**src/rtl/fifo_wr_arbiter_if.sv**
```systemverilog
// Bundle between the requesters/FIFO side (master) and the write arbiter (slave).
// The arbiter sees the requests and FIFO status, and returns ready, write strobe/data and grant info.
interface fifo_wr_arbiter_if #(
  parameter int N_REQ  = 4,
  parameter int DWIDTH = 32
);
  localparam int IDW = (N_REQ > 1) ? $clog2(N_REQ) : 1;

  logic [N_REQ-1:0]        req_valid;
  logic [N_REQ*DWIDTH-1:0] req_data;
  logic [N_REQ-1:0]        req_last;
  logic [N_REQ-1:0]        req_ready;
  logic [DWIDTH-1:0]       wr_data;
  logic                    wr_en;
  logic                    wr_full;
  logic                    gnt_valid;
  logic [IDW-1:0]          gnt_id;

  modport master (
    output req_valid, req_data, req_last, wr_full,
    input  req_ready, wr_data, wr_en, gnt_valid, gnt_id
  );

  modport slave (
    input  req_valid, req_data, req_last, wr_full,
    output req_ready, wr_data, wr_en, gnt_valid, gnt_id
  );
endinterface

```
**src/rtl/fifo_wr_arbiter.sv**
```systemverilog
// Round-robin arbiter that merges N_REQ packet streams into one FIFO write port.
// Each grant lasts until a packet ends or MAX_BURST beats pass; every grant costs one IDLE cycle.
module fifo_wr_arbiter #(
  parameter int N_REQ     = 4,
  parameter int DWIDTH    = 32,
  parameter int MAX_BURST = 8
) (
  input logic               clk,
  input logic               rst,
  fifo_wr_arbiter_if.slave  bus
);
  localparam int IDW = (N_REQ > 1) ? $clog2(N_REQ) : 1;
  localparam int CW  = $clog2(MAX_BURST + 1);

  typedef enum logic {IDLE = 1'b0, BUSY = 1'b1} state_t;

  state_t            state;
  state_t            next_state;
  logic [IDW-1:0]    rr_ptr;
  logic [IDW-1:0]    gnt_id;
  logic [IDW-1:0]    sel_idx;
  logic [IDW-1:0]    sel_next;
  logic [IDW:0]      cand_w;
  logic              found;
  logic              any_valid;
  logic              accept;
  logic              end_grant;
  logic [CW-1:0]     beat_cnt;
  logic [N_REQ-1:0]  ready;
  logic [DWIDTH-1:0] data_arr [N_REQ];

  for (genvar g = 0; g < N_REQ; g++) begin : g_unpack
    assign data_arr[g] = bus.req_data[g*DWIDTH +: DWIDTH];
  end

  // Scan from rr_ptr upward with wraparound; the first valid requester wins.
  always_comb begin
    sel_idx = '0;
    found   = 1'b0;
    cand_w  = '0;
    for (int k = 0; k < N_REQ; k++) begin
      cand_w = {1'b0, rr_ptr} + (IDW+1)'(k);
      if (cand_w >= (IDW+1)'(N_REQ)) begin
        cand_w = cand_w - (IDW+1)'(N_REQ);
      end
      if (!found && bus.req_valid[cand_w[IDW-1:0]]) begin
        found   = 1'b1;
        sel_idx = cand_w[IDW-1:0];
      end
    end
  end

  assign any_valid = |bus.req_valid;
  assign sel_next  = (sel_idx == IDW'(N_REQ - 1)) ? '0 : sel_idx + 1'b1;

  always_ff @(posedge clk or posedge rst) begin
    if (rst) begin
      state <= IDLE;
    end else begin
      state <= next_state;
    end
  end

  always_comb begin
    next_state = state;
    case (state)
      IDLE: if (any_valid) next_state = BUSY;
      BUSY: if (end_grant) next_state = IDLE;
      default: next_state = IDLE;
    endcase
  end

  // Ready and write strobe follow the held grant combinationally, so data passes with zero latency.
  always_comb begin
    ready = '0;
    if (state == BUSY && !bus.wr_full) begin
      ready[gnt_id] = 1'b1;
    end
    accept    = bus.req_valid[gnt_id] & ready[gnt_id];
    end_grant = accept && (bus.req_last[gnt_id] || beat_cnt == CW'(MAX_BURST - 1));
  end

  assign bus.req_ready = ready;
  assign bus.wr_en     = accept;
  assign bus.wr_data   = data_arr[gnt_id];
  assign bus.gnt_valid = (state == BUSY);
  assign bus.gnt_id    = gnt_id;

  always_ff @(posedge clk or posedge rst) begin
    if (rst) begin
      rr_ptr   <= '0;
      gnt_id   <= '0;
      beat_cnt <= '0;
    end else if (state == IDLE) begin
      if (any_valid) begin
        gnt_id   <= sel_idx;
        rr_ptr   <= sel_next;
        beat_cnt <= '0;
      end
    end else if (accept) begin
      beat_cnt <= beat_cnt + CW'(1);
    end
  end
endmodule

```
**src/flat_wrapper.sv**
```systemverilog
// flat-port wrapper written by rule: the top's interface ports become plain ports
module fifo_wr_arbiter_flat 
#(
  parameter int N_REQ     = 4,
  parameter int DWIDTH    = 32,
  parameter int MAX_BURST = 8
)
  (clk, rst, bus_req_valid, bus_req_data, bus_req_last, bus_wr_full, bus_req_ready, bus_wr_data, bus_wr_en, bus_gnt_valid, bus_gnt_id);
  fifo_wr_arbiter_if #(.N_REQ(N_REQ), .DWIDTH(DWIDTH)) bus_i ();
  input logic clk;
  input logic rst;
  input wire logic [$bits(bus_i.req_valid)-1:0] bus_req_valid;
  input wire logic [$bits(bus_i.req_data)-1:0] bus_req_data;
  input wire logic [$bits(bus_i.req_last)-1:0] bus_req_last;
  input wire logic [$bits(bus_i.wr_full)-1:0] bus_wr_full;
  output wire logic [$bits(bus_i.req_ready)-1:0] bus_req_ready;
  output wire logic [$bits(bus_i.wr_data)-1:0] bus_wr_data;
  output wire logic [$bits(bus_i.wr_en)-1:0] bus_wr_en;
  output wire logic [$bits(bus_i.gnt_valid)-1:0] bus_gnt_valid;
  output wire logic [$bits(bus_i.gnt_id)-1:0] bus_gnt_id;
  assign bus_i.req_valid = bus_req_valid;
  assign bus_i.req_data = bus_req_data;
  assign bus_i.req_last = bus_req_last;
  assign bus_i.wr_full = bus_wr_full;
  assign bus_req_ready = bus_i.req_ready;
  assign bus_wr_data = bus_i.wr_data;
  assign bus_wr_en = bus_i.wr_en;
  assign bus_gnt_valid = bus_i.gnt_valid;
  assign bus_gnt_id = bus_i.gnt_id;
  fifo_wr_arbiter #(.N_REQ(N_REQ), .DWIDTH(DWIDTH), .MAX_BURST(MAX_BURST)) u_core (.clk(clk), .rst(rst), .bus(bus_i));
endmodule
```
**config.mk**
```make
export PLATFORM = sky130hd
export DESIGN_NAME = fifo_wr_arbiter_flat
export DESIGN_NICKNAME = d
export VERILOG_FILES = /design/src/rtl/fifo_wr_arbiter_if.sv /design/src/rtl/fifo_wr_arbiter.sv /design/src/flat_wrapper.sv
export SDC_FILE = /design/constraint.sdc
export NUM_CORES = 1
export LEC_CHECK = 0
export CORE_ASPECT_RATIO = 0.75
export CORE_MARGIN = 8
export CORE_UTILIZATION = 26
export CTS_BUF_LIST = sky130_fd_sc_hd__clkbuf_4
export DETAILED_ROUTE_END_ITERATION = 7
export HOLD_SLACK_MARGIN = 0.05
export PLACE_DENSITY = 0.84
export SETUP_SLACK_MARGIN = 0.3
export SLEW_MARGIN = 30
export SYNTH_ARGS = -nofsm -noshare
export SYNTH_HDL_FRONTEND = slang
export SYNTH_SLANG_ARGS = --single-unit
```
**constraint.sdc**
```tcl
create_clock -name clk -period 2.15 [get_ports clk]
set_input_delay 0.5375 -clock clk [delete_from_list [all_inputs] [get_ports clk]]
set_output_delay 0.5375 -clock clk [all_outputs]
set_load 0.02 [all_outputs]
```
==> notes.md, run 1 <==
yosys + openroad results -> outcome=finished, violations left, P_int=0.002364 W, endpoint arrival time on the critical path=between 1500 and 2000 ps, commonest non-fill, non-tap cell in the layout=clkdlybuf4s50_1, count of nets left with antenna violations after detail routing=0, Combinational Power Share=88.0%, cell type with the highest aggregate area in the netlist=mux4_2, horizontal die size=99.21 um, sequential-to-total area share from yosys stat=between 10% and 20%, Multiplexer share=between 50% and 60%, number of cells on the worst hold path=1, clock buffers created by TritonCTS=3, final net count=between 400 and 500, hold endpoint=u_core.beat_cnt[2], power share of the sequential group=8.3%, hold-fix buffer count after cts=0, crit path kind=flip-flop to primary output, Final setup violation count=29, switching part of the total=between 40% and 50%, origin of the worst setup path=u_core.bus.gnt_id[0], flop and latch count out of synthesis=9, type of the worst min-delay path=flip-flop to flip-flop, number of max-cap violations=0, wire length of the first global-routing pass=12.14 mm, H-tree Lvls=1, unique cell type count in the Yosys netlist=33, fin crit period=between 2000 and 2500 ps, LEAKAGE=approximately 1.6 nW, Synth Warn #=0, Rows=22, area share of the leading cell type in the synthesized netlist=56.72%, reg2reg path depth=8, detail-routed via count per cell=5.013, area of the chip=about 8000 um2, antenna violations before repair=0, final-layout setup total negative slack=-1535 ps, Max Clock Freq=around 440 MHz, failing checks=setup timing, smallest setup slack after layout=-98.84 ps, drt first pass iters=4, Worst slew margin=78.26%
==> run 1: worst max-delay path by stage <==
stage / end / slack, ps / cells after the start
2_1_floorplan: bus_wr_data[17] / 250 / 3
3_3_place_gp: bus_wr_en / -590 / 6
3_5_place_dp: bus_wr_en / -610 / 6
4_1_cts: bus_wr_en / -150 / 7
5_1_grt: bus_wr_en / -170 / 7
6_report: bus_wr_en / -100 / 7
==> run 1: metrics by stage <==
step	power (W)	cells	hold WS [ps]	instance area, um2
after floorplan	0.002081	100	365.4	1433
after global placement	0.003239	345	496.3	3333
after detailed placement	0.003255	345	501.6	3333
after CTS	0.003837	367	508.6	3546
after global routing	0.004156	371	528.7	3615
final	0.003940	372	512.7	3617
==> run 1: cell usage after synthesis (all sizes together) <==
master	number
mux4	34
dfrtp	9
buf	7
a21oi	6
o21ai	6
inv	5
nand2	5
nor2	5
clkbuf	2
nor4bb	2
xnor2	2
a221o	1
a22o	1
a311oi	1
and2	1
and4b	1
ha	1
mux2	1
mux2i	1
nand2b	1
nand3	1
nand4	1
nor2b	1
nor4	1
nor4b	1
o21a	1
o21bai	1
o2bb2a	1
==> run 1: worst max-delay path, cell delays in order, from the launching register on <==
cell	delay (ps)
dfrtp_2	400
buf_6	120
buf_6	90
mux4_2	480
nor2b_4	140
nand2_2	70
inv_2	40
buf_6	120
==> run 1: power by group through the flow <==
stage          clock, W  combinational (W)  sequential [W]
3_3_place_gp          0            0.00290        0.000342
5_1_grt        0.000159            0.00366        0.000339
2_1_floorplan         0            0.00174        0.000338
4_1_cts        0.000146            0.00335        0.000338
6_report       0.000144            0.00347        0.000328
3_5_place_dp          0            0.00291        0.000345
==> run 1: state kept, by name, summed over array words and instances, names as in the netlist <==
signal / count
u_core.beat_cnt: 4
u_core.bus.gnt_id: 2
u_core.rr_ptr: 2
u_core.bus.gnt_valid: 1
==> run 1: layout make-up <==
class                   instances  area, um2
inverters                       5      18.77
multi-input cells              77       1095
fillers                       369       1338
diodes                          1      2.502
well taps                      60      75.07
flip-flops and latches          9      227.7
clock buffers                   4      30.03
repair buffers                216       2168
==> run 1: timing repair <==
item	CTS	global route
hold endpoints to repair	0	0
buffers inserted	17	3
gates resized	293	7
pin swaps	5	1
setup endpoints to repair	42	42
gates cloned	1	1
==> run 1: routing by layer <==
metal  global-route usage, %  share of wire (%)
met1                   21.26                 37
met2                   37.93                 53
met3                   7.225                9.3
met4                   1.054               0.36
met5                       0                  0
==> run 1: cells by family (layout without fill, tap and decap cells) <==
logic type               count (synthesis)  after routing
AND-OR/OR-AND                           18             18
other                                    0              1
multiplexers                            36             36
AND/OR/NAND/NOR                         20             20
adder cells (fa/ha/maj)                  1              1
buffers and inverters                   14            225
flip-flops                               9              9
XOR/XNOR                                 2              2
Fig. 1: run 1, M2 wires
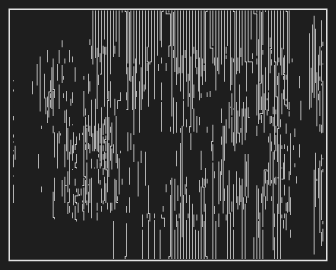
The longest straight run is 43.7 um. 426 nets have wire on it. The wires run mostly vertical.
final wirelength: 8.031 mm
via count: 1865
met2 routing resource usage after global routing: 37.93%

Fig. 2: run 1, cell density map
The bar under the picture is 20 um long. The die is cut into 10 by 8 equal tiles; black is low, pale yellow is high, 0 to 100% covered.
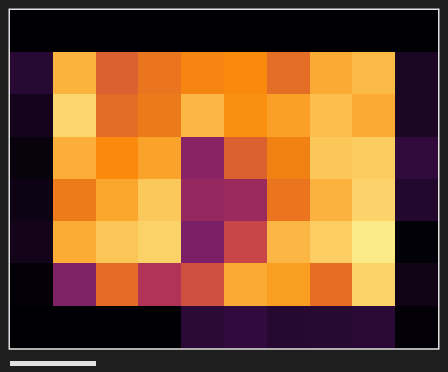
33% of the tiles are over 75% full. 23% of the tiles are nearly empty. The mean over all tiles is 46%. The emptiest ninth of the die: bottom left. The fullest tile reaches 96%.
floorplan core density: 27.25%
floorplan core area: 4955 um2
final core utilization: 73.01%

Fig. 3: run 1, routing congestion map
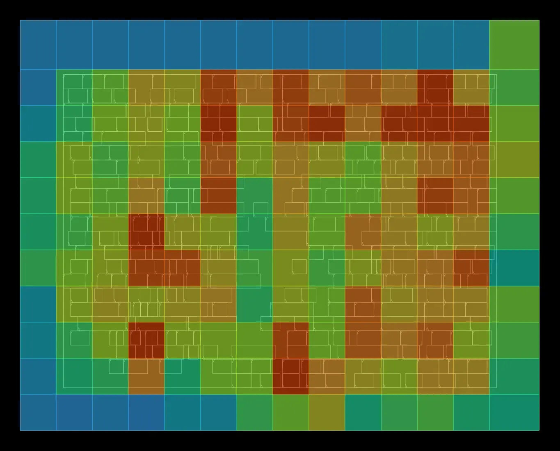
combined global-route utilization of all metal layers: 19.81%
GR Util met1: 21.26%
WL/cell: 21.59 um
GR Layer Usage met3: 7.225%

--- run 2 (diff from run 1) ---
- clock period: 2.15 -> 2.1 ns (I/O delays scaled with it)
==> notes.md, run 2 <==
yosys + openroad results -> outcome=finished, violations left, failing checks=setup timing, final net count=441 (-2.4%), count of nets left with antenna violations after detail routing=0 (unchanged), horizontal die size=99.21 um (unchanged), antenna violations before repair=0 (unchanged), hold-fix buffer count after cts=0 (unchanged), number of max-cap violations=0 (unchanged), unique cell type count in the Yosys netlist=33 (unchanged), flop and latch count out of synthesis=9 (unchanged), wire length of the first global-routing pass=12.45 mm (+2.6%), final-layout setup total negative slack=-1589 ps (-54.56 ps), cell type with the highest aggregate area in the netlist=mux4_2, Max Clock Freq=about 450 MHz, endpoint arrival time on the critical path=1680 ps (-30 ps), floorplan core density=27.25% (unchanged), Final setup violation count=23 (-21%), synth cell count leaders=mux4_2 (34), dfrtp_1 (9), a21oi_1 (6), synthesized area divided by synthesized cell count=13.50 um2, LEAKAGE=1.456 nW (-6.8%), Yosys top cell by instances=mux4_2, H-tree Lvls=1 (unchanged), detail-routed via count per cell=5.033 (+0.40%), floorplan core area=4955 um2 (unchanged), Post-synth EDFFs=0 (unchanged), max reg flops=4 (unchanged), Synth Warn #=0 (unchanged), area share of the leading cell type in the synthesized netlist=56.72% (unchanged), final core utilization=69.60% (-3.4 points), fin crit period=around 2200 ps, antenna diode count=0 (-1), Rows=22 (unchanged), crit path kind=flip-flop to primary output, sequential-to-total area share from yosys stat=16.68% (unchanged), buffer depth of the longest clock path=2, biggest registers after layout=u_core.beat_cnt: 4 flops, u_core.bus.gnt_id: 2 flops, u_core.rr_ptr: 2 flops, smallest setup slack after layout=-104.1 ps (-5.262 ps), reg2reg path depth=7 (-1), WL/cell=23.22 um (+7.5%), dominant synthesized flop cell=dfrtp_1, area of the chip=7778 um2 (unchanged), most flop-heavy register=u_core.beat_cnt, drt first pass iters=4 (unchanged), ys async rst share=100.0% (unchanged)
-- run 2: cell types whose count changed in the layout (fill, tap and decap cells not counted), sizes merged --
cell           delta
dlygate4sd2      -12
clkbuf            -1
diode             -1
clkdlybuf4s50    +13
buf              -11
-- run 2: area by class of cell --
cell class | count | area, um2
Tap cell | 60 | 75.07
Multi-Input combinational cell | 77 | 1099
Timing Repair Buffer | 205 | 1998
Inverter | 5 | 18.77
Clock buffer | 4 | 30.03
Sequential cell | 9 | 227.7
Fill cell | 396 | 1506
-- run 2: worst max-delay path, stage by stage (launching register included) --
cell	delay, ps
dfrtp_2	430
buf_4	160
buf_16	140
mux4_2	500
buf_2	170
-- run 2: repair_timing --
item,CTS,global route
endpoints found under the setup margin,42,41
endpoints found under the hold margin,0,0
pin swaps,3,0
gates resized,250,4
gates cloned,2,0
setup buffers,7,0
-- run 2: cell families (layout without fill, tap and decap cells) --
kind of cell | after synthesis | count (layout) | synth area share, %
adders and majority gates | 1 | 1 | 0.9266
and+or+nand+nor | 20 | 20 | 9.083
DFF | 9 | 9 | 16.68
AOI/OAI and AO/OA | 18 | 18 | 8.804
xor gates and xnor gates | 2 | 2 | 1.298
muxes | 36 | 36 | 58.29
buffers and inverters | 14 | 214 | 4.912
-- run 2: power by group --
group	switching (W)	leakage (nW)	total, W	internal (W)
sequential	0.000107	0.106	0.000354	0.000247
combinational	0.00142	1.33	0.00324	0.00182
clock	0.0000652	0.0184	0.000152	0.0000864
total	0.00160	1.46	0.00375	0.00215
-- run 2: path summary, 6_finish.rpt --
kind                                      start                    to  slack, ps
setup / recovery           u_core.bus.gnt_id[0]        bus_wr_data[7]       -100
hold / removal                              rst    u_core.beat_cnt[1]        520
setup reg to reg           u_core.bus.gnt_id[0]    u_core.beat_cnt[1]        290
hold reg to reg              u_core.beat_cnt[2]    u_core.beat_cnt[2]        530
max in group asynchronous                   rst  u_core.bus.gnt_id[1]       1300
min in group clk             u_core.beat_cnt[2]    u_core.beat_cnt[2]        530
-- run 2: per-stage QoR --
step / cells / hold slack, ps / power [W] / instance area [um2]
after detailed placement: 347 / 505.9 / 0.003420 / 3362
after global routing: 360 / 532.4 / 0.003942 / 3448
after CTS: 360 / 513.2 / 0.003744 / 3430
after global placement: 347 / 490.9 / 0.003382 / 3362
after floorplan: 100 / 352.8 / 0.002133 / 1434
final: 360 / 523.1 / 0.003750 / 3448
-- run 2: metal layers --
metal / up-vias / global-route usage (%) / share of wire (%)
met5: - / 0 / 0
met3: 10 / 4.934 / 7.8
li1: 828 / - / -
met4: 0 / 5.271 / 1.6
met1: 879 / 25.11 / 40
met2: 95 / 35.65 / 50
Fig. 4: run 2, M2 wires
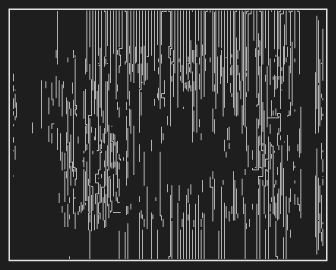
The wires run mostly vertical. The layer carries 4200 um of wire. The layer holds 50% of the routed length. 405 nets have wire on it. The longest straight run is 43.5 um.
final wirelength: 8.358 mm
met2 routing resource usage after global routing: 35.65%
via count: 1812

No activity file was given, so power comes from the tool's default toggle rates.
